<file path="config.mk">
export PLATFORM = sky130hd
export DESIGN_NAME = ds1302_bcd_to_bin
export DESIGN_NICKNAME = d
export VERILOG_FILES = /design/src/rtl/ds1302_bcd_to_bin.sv
export SDC_FILE = /design/constraint.sdc
export NUM_CORES = 1
export LEC_CHECK = 0
export CORE_UTILIZATION = 54
export CTS_CLUSTER_SIZE = 28
export DETAILED_ROUTE_END_ITERATION = 10
export HOLD_SLACK_MARGIN = 0.03
export PLACE_DENSITY_LB_ADDON = 0.12
export RECOVER_POWER = 25
export REMOVE_ABC_BUFFERS = 1
export SYNTH_ARGS = -nofsm -noshare
export SYNTH_HDL_FRONTEND = slang
export SYNTH_SLANG_ARGS = --single-unit
</file>
<file path="constraint.sdc">
create_clock -name clk -period 7.9 [get_ports clk]
set_input_delay 1.185 -clock clk [delete_from_list [all_inputs] [get_ports clk]]
set_output_delay 1.185 -clock clk [all_outputs]
set_load 0.02 [all_outputs]
</file>
<file path="src/rtl/ds1302_bcd_to_bin.sv">
// DS1302 BCD time registers (sec/min/hr) to binary, one field per cycle through a
// shared tens*10+units adder, presented on a valid/ready handshake.
module ds1302_bcd_to_bin #(
    parameter bit CONV_12H  = 1'b1,
    parameter bit RANGE_CHK = 1'b1
) (
    input  logic       clk,
    input  logic       rst,
    input  logic       in_valid,
    output logic       in_ready,
    input  logic [7:0] sec_bcd,
    input  logic [7:0] min_bcd,
    input  logic [7:0] hr_bcd,
    output logic       out_valid,
    input  logic       out_ready,
    output logic [5:0] sec_out,
    output logic [5:0] min_out,
    output logic [4:0] hr_out,
    output logic       pm,
    output logic       clock_halt,
    output logic       bcd_err
);

    typedef enum logic [2:0] {IDLE, SEC, MIN, HR, DONE} state_t;

    state_t     state_reg, state_next;
    logic [7:0] sec_bcd_reg;
    logic [6:0] min_bcd_reg;
    logic [6:0] hr_bcd_reg;   // {12/24n, PM/tens[1], tens[0], units[3:0]}

    logic [2:0] tens;
    logic [3:0] units;
    logic [6:0] sum;
    logic       digit_err;
    logic       range_err;
    logic       field_err;
    logic [6:0] hr_conv;
    logic       mode_12h;
    logic       pm_bit;

    // Bits of the DS1302 registers that carry nothing for this conversion.
    logic unused_bits;
    assign unused_bits = ^{min_bcd[7], hr_bcd[6]};

    assign in_ready = (state_reg == IDLE) && !rst;
    assign mode_12h = hr_bcd_reg[6];
    assign pm_bit   = hr_bcd_reg[5];

    // Operand select for the single shared x10 adder.
    always_comb begin
        tens  = 3'd0;
        units = 4'd0;
        case (state_reg)
            SEC: begin
                tens  = sec_bcd_reg[6:4];
                units = sec_bcd_reg[3:0];
            end
            MIN: begin
                tens  = min_bcd_reg[6:4];
                units = min_bcd_reg[3:0];
            end
            HR: begin
                tens  = mode_12h ? {2'b00, hr_bcd_reg[4]} : {1'b0, hr_bcd_reg[5:4]};
                units = hr_bcd_reg[3:0];
            end
            default: begin
                tens  = 3'd0;
                units = 4'd0;
            end
        endcase
    end

    assign sum       = {1'b0, tens, 3'b000} + {3'b000, tens, 1'b0} + {3'b000, units};
    assign digit_err = (units > 4'd9);

    always_comb begin
        range_err = 1'b0;
        case (state_reg)
            SEC, MIN: range_err = (sum > 7'd59);
            HR:       range_err = mode_12h ? ((sum == 7'd0) || (sum > 7'd12)) : (sum > 7'd23);
            default:  range_err = 1'b0;
        endcase
    end

    assign field_err = digit_err || (RANGE_CHK && range_err);

    // 12 o'clock folds to 0 before the PM offset is added.
    always_comb begin
        hr_conv = sum;
        if (mode_12h && CONV_12H) begin
            if (sum == 7'd12) begin
                hr_conv = pm_bit ? 7'd12 : 7'd0;
            end else begin
                hr_conv = pm_bit ? (sum + 7'd12) : sum;
            end
        end
    end

    always_comb begin
        state_next = state_reg;
        case (state_reg)
            IDLE:    if (in_valid) state_next = SEC;
            SEC:     state_next = MIN;
            MIN:     state_next = HR;
            HR:      state_next = DONE;
            DONE:    if (out_ready) state_next = IDLE;
            default: state_next = IDLE;
        endcase
    end

    always_ff @(posedge clk) begin
        if (rst) begin
            state_reg   <= IDLE;
            sec_bcd_reg <= '0;
            min_bcd_reg <= '0;
            hr_bcd_reg  <= '0;
            sec_out     <= '0;
            min_out     <= '0;
            hr_out      <= '0;
            pm          <= 1'b0;
            clock_halt  <= 1'b0;
            bcd_err     <= 1'b0;
            out_valid   <= 1'b0;
        end else begin
            state_reg <= state_next;
            case (state_reg)
                IDLE: begin
                    if (in_valid) begin
                        sec_bcd_reg <= sec_bcd;
                        min_bcd_reg <= min_bcd[6:0];
                        hr_bcd_reg  <= {hr_bcd[7], hr_bcd[5:0]};
                        bcd_err     <= 1'b0;
                    end
                end
                SEC: begin
                    sec_out    <= field_err ? 6'd0 : sum[5:0];
                    clock_halt <= sec_bcd_reg[7];
                    bcd_err    <= bcd_err | field_err;
                end
                MIN: begin
                    min_out <= field_err ? 6'd0 : sum[5:0];
                    bcd_err <= bcd_err | field_err;
                end
                HR: begin
                    hr_out    <= field_err ? 5'd0 : hr_conv[4:0];
                    pm        <= mode_12h & pm_bit;
                    bcd_err   <= bcd_err | field_err;
                    out_valid <= 1'b1;
                end
                DONE: begin
                    if (out_ready) out_valid <= 1'b0;
                end
                default: ;
            endcase
        end
    end

endmodule

</file>
Figure 1. Routing congestion.
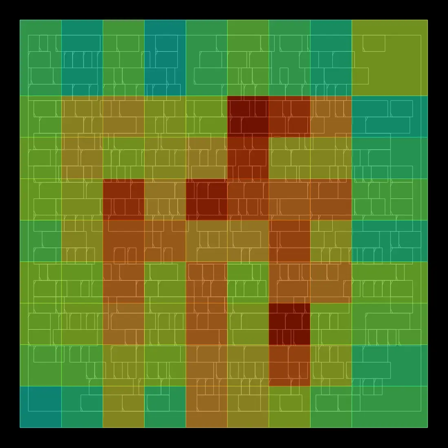
gr usage total: 25.4%
GR peak layer: met2
met2 Resource Use GR: 41.3%
fin util: 71.2%
M3 GR Usage: 5.57%

Figure 2. Cell sizes after repair.
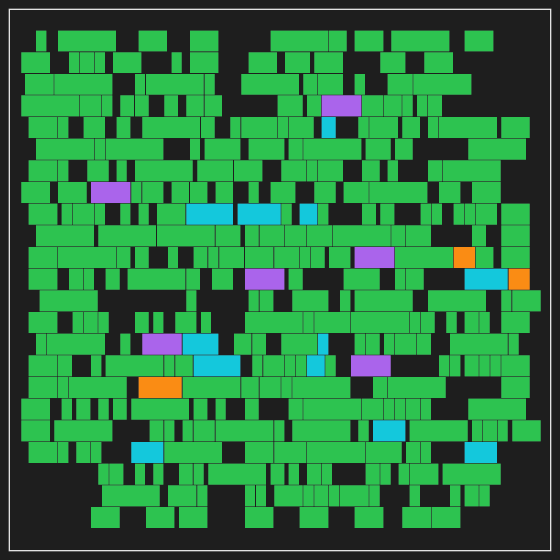
legend:
  orange:
    size: _3 and _4 cells
    cells: 3
    share: 0.91%
  green:
    size: _0 and _1 cells
    cells: 310
    share: 94%
  purple:
    size: _6 and larger
    cells: 6
    share: 1.8%
  cyan:
    size: _2 cells
    cells: 12
    share: 3.6%

Figure 3. Placement density heat map.
Scale bar: 20 um. 7 x 7 tiles, from dark blue (low) to red (high), 0 to 100% covered.
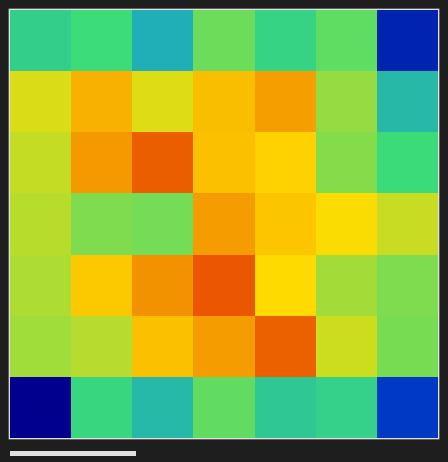
mean over tiles: 62%
tiles over 75% full: 33%
nearly empty tiles: 2.0%
fullest tile: 90%
densest ninth of the die: middle

Figure 4. Cell classes on the final placement.
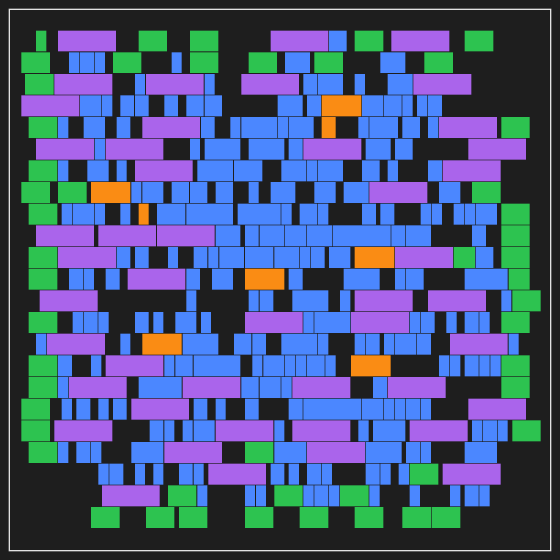
legend:
  green:
    class: remaining buffers and delay cells
    cells: 50
    share_of_their_area: 17%
  blue:
    class: combinational and other logic
    cells: 227
    share_of_their_area: 47%
  orange:
    class: clock drivers and dummy loads
    cells: 8
    share_of_their_area: 3.2%
  purple:
    class: sequential cells
    cells: 46
    share_of_their_area: 32%

==> summary.txt <==
impl run done, here's what came out: FF-to-FF Start=state_reg[1]$_SDFFE_PP0P_, starting density of the core=57.2%, dpl hpwl=3560 um, final tally of hold violations=0, status=finished with violations, yosys cell count=290, vias in the first global route=1,928, bufs w/o clock=50, initial drt markers=163, CTS Buf Count=5, clock buffers=7, largest net degree at the start of global routing=45, mux cell area share after synthesis=3.42%, YS chip area=2340 um2, start point of the critical path=rst, drc violations=0, clock network share of area=3.14%, WL/cell=14.1 um, WHS Endpoint=min_out[2]$_SDFFE_PP0N_, FF+latch area=921 um2, Final setup violation count=0, setup bufs post-CTS=0, H-tree depth=2, met2 wire length=2510 um, Detailed Route WL=5370 um, final net count=369, OpenROAD warning count=30, Worst-Margin Slew=1900 ps, layout cell share with drive strength beyond 1=6.34%, clock-net power=0.149 mW, Synth cell types=50, Top cells excl fill/tap=nand2_1 (65), dfxtp_1 (46), a21oi_1 (38), clkdlybuf4s50_1 (35), nor2_1 (24), most frequent logic cell in the layout=nand2_1, XOR/XNOR Area Share=1.12%, post-synth top area cell=dfxtp_1, Final Slew Violations=45, failing checks=max-capacitance violations, max-slew violations, Comb. pwr=0.0885 mW, combinational power share=18.1%, crit start category=primary input, clk_skew=7.01 ps, CP Data Arrival Time=3760 ps, number of max-cap violations=1, first-pass GRT wire length=8660 um
Power is estimated from default activity; no workload was simulated.
